## config.mk

```make
export PLATFORM = sky130hd
export DESIGN_NAME = voice_allocator
export DESIGN_NICKNAME = d
export VERILOG_FILES = /design/src/rtl/voice_allocator.sv
export SDC_FILE = /design/constraint.sdc
export NUM_CORES = 1
export LEC_CHECK = 0
export ABC_AREA = 1
export CORE_MARGIN = 5
export CORE_UTILIZATION = 35
export CTS_BUF_LIST = sky130_fd_sc_hd__clkbuf_8
export CTS_CLUSTER_DIAMETER = 120
export DETAILED_ROUTE_END_ITERATION = 16
export PLACE_DENSITY = 0.57
export SKIP_CTS_REPAIR_TIMING = 1
export SYNTH_ARGS = -nofsm -noshare
export SYNTH_HDL_FRONTEND = slang
export SYNTH_SLANG_ARGS = --single-unit
```

## constraint.sdc

```tcl
create_clock -name clk -period 8.96 [get_ports clk]
set_input_delay 1.344 -clock clk [delete_from_list [all_inputs] [get_ports clk]]
set_output_delay 1.344 -clock clk [all_outputs]
set_load 0.1 [all_outputs]
```

## src/rtl/voice_allocator.sv

```systemverilog
// rtl/voice_allocator.sv - polyphonic voice slot allocator with retrigger, steal and kill gap
module voice_allocator #(
  parameter int NVOICES     = 4,
  parameter int KILL_CYCLES = 4
) (
  input  logic                    clk,
  input  logic                    rst_n,
  input  logic                    ev_valid,
  output logic                    ev_ready,
  input  logic                    ev_on,
  input  logic [6:0]              ev_note,
  input  logic [20:0]             ev_pitch,
  input  logic                    panic,
  output logic [NVOICES-1:0]      gate,
  output logic [21*NVOICES-1:0]   pitch_bus,
  output logic                    busy
);

  localparam int IW = $clog2(NVOICES);

  typedef enum logic [1:0] {IDLE, DECIDE, KILL, START} state_t;

  state_t              state, state_nxt;
  logic [6:0]          note_q  [NVOICES];
  logic [20:0]         pitch_q [NVOICES];
  logic [7:0]          age_q   [NVOICES];
  logic [NVOICES-1:0]  gate_q;
  logic                lat_on;
  logic [6:0]          lat_note;
  logic [20:0]         lat_pitch;
  logic [IW-1:0]       tgt;
  logic [7:0]          kill_cnt;
  logic                rdy_en;

  logic                hit, free_any, accept;
  logic [IW-1:0]       hit_idx, free_idx, old_idx, kill_idx, wr_idx;
  logic [7:0]          old_age;
  logic                kill_en, wr_en, off_en;

  assign ev_ready = rdy_en && (state == IDLE) && !panic;
  assign accept   = ev_valid && ev_ready;
  assign busy     = (state != IDLE);
  assign gate     = gate_q;

  for (genvar g = 0; g < NVOICES; g++) begin : g_bus
    assign pitch_bus[21*g +: 21] = pitch_q[g];
  end

  // Target candidates; strict '>' on age keeps the lowest index on ties.
  always_comb begin
    hit      = 1'b0;
    hit_idx  = '0;
    free_any = 1'b0;
    free_idx = '0;
    old_idx  = '0;
    old_age  = age_q[0];
    for (int i = 0; i < NVOICES; i++) begin
      if (!hit && gate_q[i] && note_q[i] == lat_note) begin
        hit     = 1'b1;
        hit_idx = IW'(i);
      end
      if (!free_any && !gate_q[i]) begin
        free_any = 1'b1;
        free_idx = IW'(i);
      end
      if (age_q[i] > old_age) begin
        old_age = age_q[i];
        old_idx = IW'(i);
      end
    end
  end

  always_comb begin
    state_nxt = state;
    kill_en   = 1'b0;
    kill_idx  = hit ? hit_idx : old_idx;
    wr_en     = 1'b0;
    wr_idx    = free_idx;
    off_en    = 1'b0;
    case (state)
      IDLE:   if (accept) state_nxt = DECIDE;
      DECIDE: begin
        if (!lat_on) begin
          off_en    = 1'b1;
          state_nxt = IDLE;
        end else if (!hit && free_any) begin
          wr_en     = 1'b1;
          state_nxt = IDLE;
        end else begin
          kill_en   = 1'b1;
          state_nxt = (KILL_CYCLES == 1) ? START : KILL;
        end
      end
      // The START clock is the last gap clock, so the gate stays low KILL_CYCLES clocks.
      KILL:   if (kill_cnt <= 8'd2) state_nxt = START;
      START: begin
        wr_en     = 1'b1;
        wr_idx    = tgt;
        state_nxt = IDLE;
      end
      default: state_nxt = IDLE;
    endcase
    if (panic) state_nxt = IDLE;
  end

  always_ff @(posedge clk or negedge rst_n) begin
    if (!rst_n) begin
      state     <= IDLE;
      rdy_en    <= 1'b0;
      lat_on    <= 1'b0;
      lat_note  <= '0;
      lat_pitch <= '0;
      tgt       <= '0;
      kill_cnt  <= '0;
    end else begin
      state  <= state_nxt;
      rdy_en <= 1'b1;
      if (accept) begin
        lat_on    <= ev_on;
        lat_note  <= ev_note;
        lat_pitch <= ev_pitch;
      end
      if (kill_en) tgt <= kill_idx;
      if (panic)                kill_cnt <= '0;
      else if (kill_en)         kill_cnt <= 8'(KILL_CYCLES);
      else if (kill_cnt != '0 && (state == KILL || state == START))
                                kill_cnt <= kill_cnt - 8'd1;
    end
  end

  always_ff @(posedge clk or negedge rst_n) begin
    if (!rst_n) begin
      gate_q <= '0;
      for (int i = 0; i < NVOICES; i++) begin
        note_q[i]  <= '0;
        pitch_q[i] <= '0;
        age_q[i]   <= '0;
      end
    end else if (panic) begin
      gate_q <= '0;
      for (int i = 0; i < NVOICES; i++) age_q[i] <= '0;
    end else begin
      if (kill_en) gate_q[kill_idx] <= 1'b0;
      if (off_en) begin
        for (int i = 0; i < NVOICES; i++)
          if (gate_q[i] && note_q[i] == lat_note) gate_q[i] <= 1'b0;
      end
      if (wr_en) begin
        note_q[wr_idx]  <= lat_note;
        pitch_q[wr_idx] <= lat_pitch;
        gate_q[wr_idx]  <= 1'b1;
        for (int i = 0; i < NVOICES; i++)
          age_q[i] <= (IW'(i) == wr_idx) ? 8'd0 :
                      (age_q[i] == 8'hFF) ? 8'hFF : age_q[i] + 8'd1;
      end
    end
  end

endmodule

```

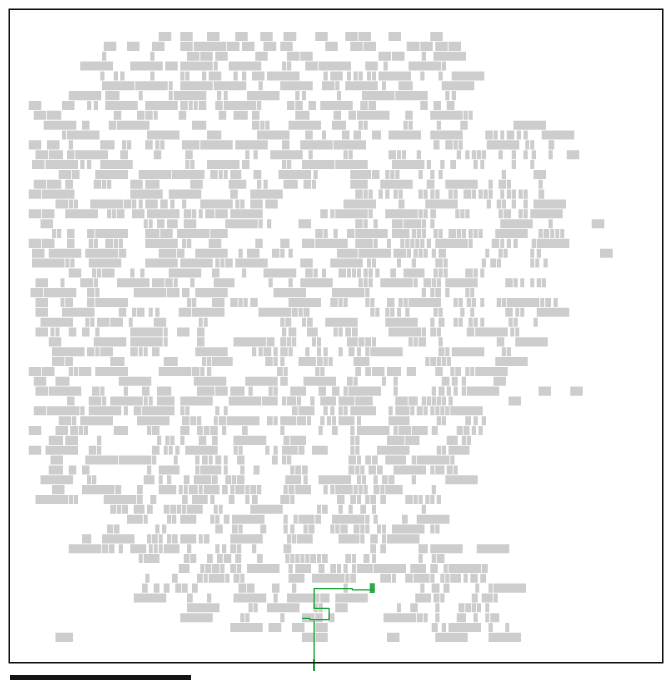
(nets reached from selected ports)
Scale bar: 50 um.
- green: busy (bits 1; direction output; edge bottom; end cells 1; wire 48.1 um)
# IOs: 123
I/O Buffers: 122

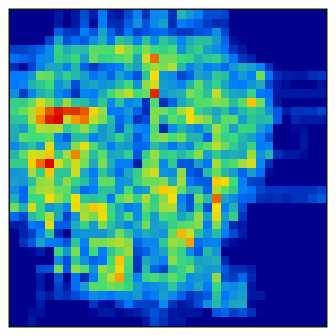
(wire density map)
The die is cut into 36 by 36 equal tiles; dark blue is low, red is high, scaled to the fullest tile. Values are wire area over tile area, all layers added.
- nearly empty tiles: 25%
- tiles over half the peak: 18%
- mean over tiles: 0.14
- emptiest ninth of the die: lower right
DR WL/cell: 16.8 um
Via Count: 8,736
Routed WL: 29.2 mm
GRT Total Usage: 0.181

==> impl_metrics.env <==
# flow metrics
export IMPL_rrSetupSlack_ns=3.76
export IMPL_syn_area_per_cell_um2=7.99
export IMPL_synthArstFlopShare=1.00
export IMPL_seq_cells=190
export IMPL_synthXorXnorAreaFrac=0.00606
export IMPL_min_period_ns=5.68
export IMPL_cp_start_kind="input port"
export IMPL_grt_pass1_wl_mm=48.1
export IMPL_ys_types=40
export IMPL_nNetsFinal=1407
export IMPL_finalNonFillerCells=1740
export IMPL_ys_sh_mux=0.0234
export IMPL_drt_met1_wl_mm=13.3
export IMPL_htree_levels=4
export IMPL_dp_cells=1708
export IMPL_synthTopCellsByCount="nand2_1 (454), dfrtp_1 (190), nand4_1 (130)"
export IMPL_crit_start="panic"
export IMPL_hold_end="pitch_bus[67]"
export IMPL_synth_seq_share=0.470
export IMPL_hpwl_mm=18.6
export IMPL_setup_slack_ns=3.28
export IMPL_final_common_cell="nand2_1"
export IMPL_crit_top_cell="clkdlybuf4s50_1"
export IMPL_pwr_share_comb=0.330
export IMPL_diodes=0
export IMPL_synthCells=1266
export IMPL_top_usage_layer="met2"
export IMPL_p_per_area_nw_per_um2=212
export IMPL_power_leakage_nw=5.84
export IMPL_gr_usage_met2=0.296
export IMPL_yosysWarnings=0
export IMPL_layout_top_cells="nand2_1 (453), dfrtp_1 (190), nand4_1 (130), clkdlybuf4s50_1 (121), inv_1 (98)"
export IMPL_path_class="input port to primary output"
export IMPL_synthMostInstantiatedCell="nand2_1"
export IMPL_compound_area_frac=0.0579
export IMPL_finalClockSkew_ns=0.0302
export IMPL_yosys_area_share_simple=0.317
export IMPL_netlist_area_um2=10100
export IMPL_power_switching_w=0.00113
export IMPL_seq_share=0.401
export IMPL_critPathMaxFanout=74
export IMPL_timing_fmax_ghz=0.176
export IMPL_slowest_stage="clkdlybuf4s50_1"
export IMPL_cp_end_kind="primary output"
export IMPL_nWellTaps=384
export IMPL_bufAreaShareNonClock=0.108
export IMPL_synth_top_cell_by_area="dfrtp_1"
export IMPL_drc_errors=0
export IMPL_warnings=28
export IMPL_seqPwrFrac=0.420
export IMPL_ys_area_um2=10100
export IMPL_r2r_start="age_q[31]"
export IMPL_signal_buffers=129
export IMPL_logic_gate_count=895
export IMPL_clkCellAreaFrac=0.0383
export IMPL_drtIter0Drc=563
export IMPL_adder_share=0.0383
export IMPL_inverters=110
export IMPL_seqCellArea_um2=4750
export IMPL_antenna_found_initial=1
export IMPL_hold_path_class="register to register"
export IMPL_chipArea_um2=32400
export IMPL_initCoreUtil=0.354
export IMPL_fill_cells=2931
export IMPL_cap_viol_max_count=0
export IMPL_synth_flops=190
export IMPL_cp_depth=5
export IMPL_synth_nets=1330
export IMPL_edf_count=0
export IMPL_crit_end="ev_ready"
export IMPL_reg2reg_depth=29
export IMPL_area_growth_syn_to_layout_pct=17.3
export IMPL_path_clk_slew_ns=0.12
export IMPL_met1_usage=0.239
export IMPL_wl_met3_mm=1.80
export IMPL_top_power_group="registers"
export IMPL_cts_buffer_depth=2
export IMPL_flop_cell="dfrtp_1"
export IMPL_clkbuf_count=17
export IMPL_grtUsageMet3=0.0517
export IMPL_critPathRequiredTime_ns=7.62
export IMPL_clock_sinks=190
export IMPL_slew_headroom=0.243
export IMPL_highest_layer="met5"
export IMPL_cp_slowest_stage_delay_ns=1.18
export IMPL_dr_pass1_iters=7
export IMPL_ys_top_logic_family="simple AND/OR/NAND/NOR gates"
export IMPL_preCtsSetupSlack_ns=3.28
export IMPL_cts_tree="done"
export IMPL_logic_area_um2=4490
export IMPL_numCtsBuffers=17
export IMPL_route_met2_wl_mm=13.8
export IMPL_clock_latency_ns=0.50
export IMPL_grt_start_max_net_pins=85
export IMPL_critical_path_buf_inv_count=3
export IMPL_grt_pass1_vias=8741
export IMPL_hp_start="pitch_bus[67]"
export IMPL_powerComb_w=0.000829
export IMPL_post_route_period_util=0.634
export IMPL_drive_gt1_frac=0.0693
export IMPL_min_path_cells=2
export IMPL_worst_slew_pin_slew_ns=1.13
export IMPL_p_int_w=0.00139
export IMPL_r2r_end="gate[1]"
export IMPL_crit_family="buffers and inverters"
export IMPL_setup_viol=0
export IMPL_outcome="complete, no violations"
export IMPL_arrival_ns=4.33
export IMPL_seq_power_w=0.00106
export IMPL_largest_reg_flops=84
export IMPL_postPlaceCellArea_um2=11400
export IMPL_clkPwrFrac=0.250
export IMPL_rsz0062_at_grt="no"
export IMPL_hold_viol_final=0
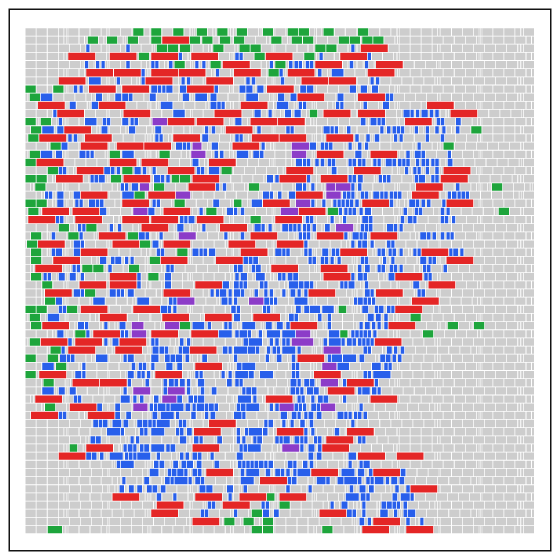
(cells colored by class)
Fill, decap, tap and diode cells in gray.
- blue: combinational and other logic (cells 1,005)
- red: sequential cells (cells 190)
- green: remaining buffers and delay cells (cells 129)
- purple: clock drivers and dummy loads (cells 32)
fin util: 0.415
Core ar.: 28,600 um2
Final Cell Area: 11,900 um2
Std-Cell Rows: 62

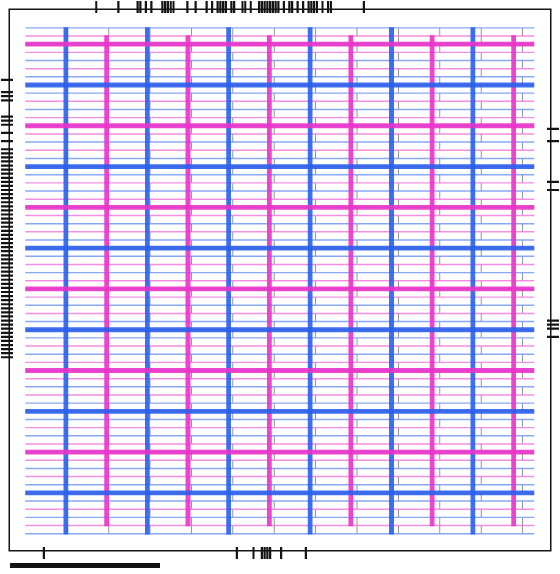
(floorplan with the power grid)
Scale bar: 50 um. Pins as bars on the die edge. Tap cells in gray.
- magenta: VDD
- blue: VSS
- met4 straps: 12
- rows: 62
- signal pins: 123
- met1 rails: 63
VDD IR max: 0.219 mV
die y size: 180 um
Die W: 180 um

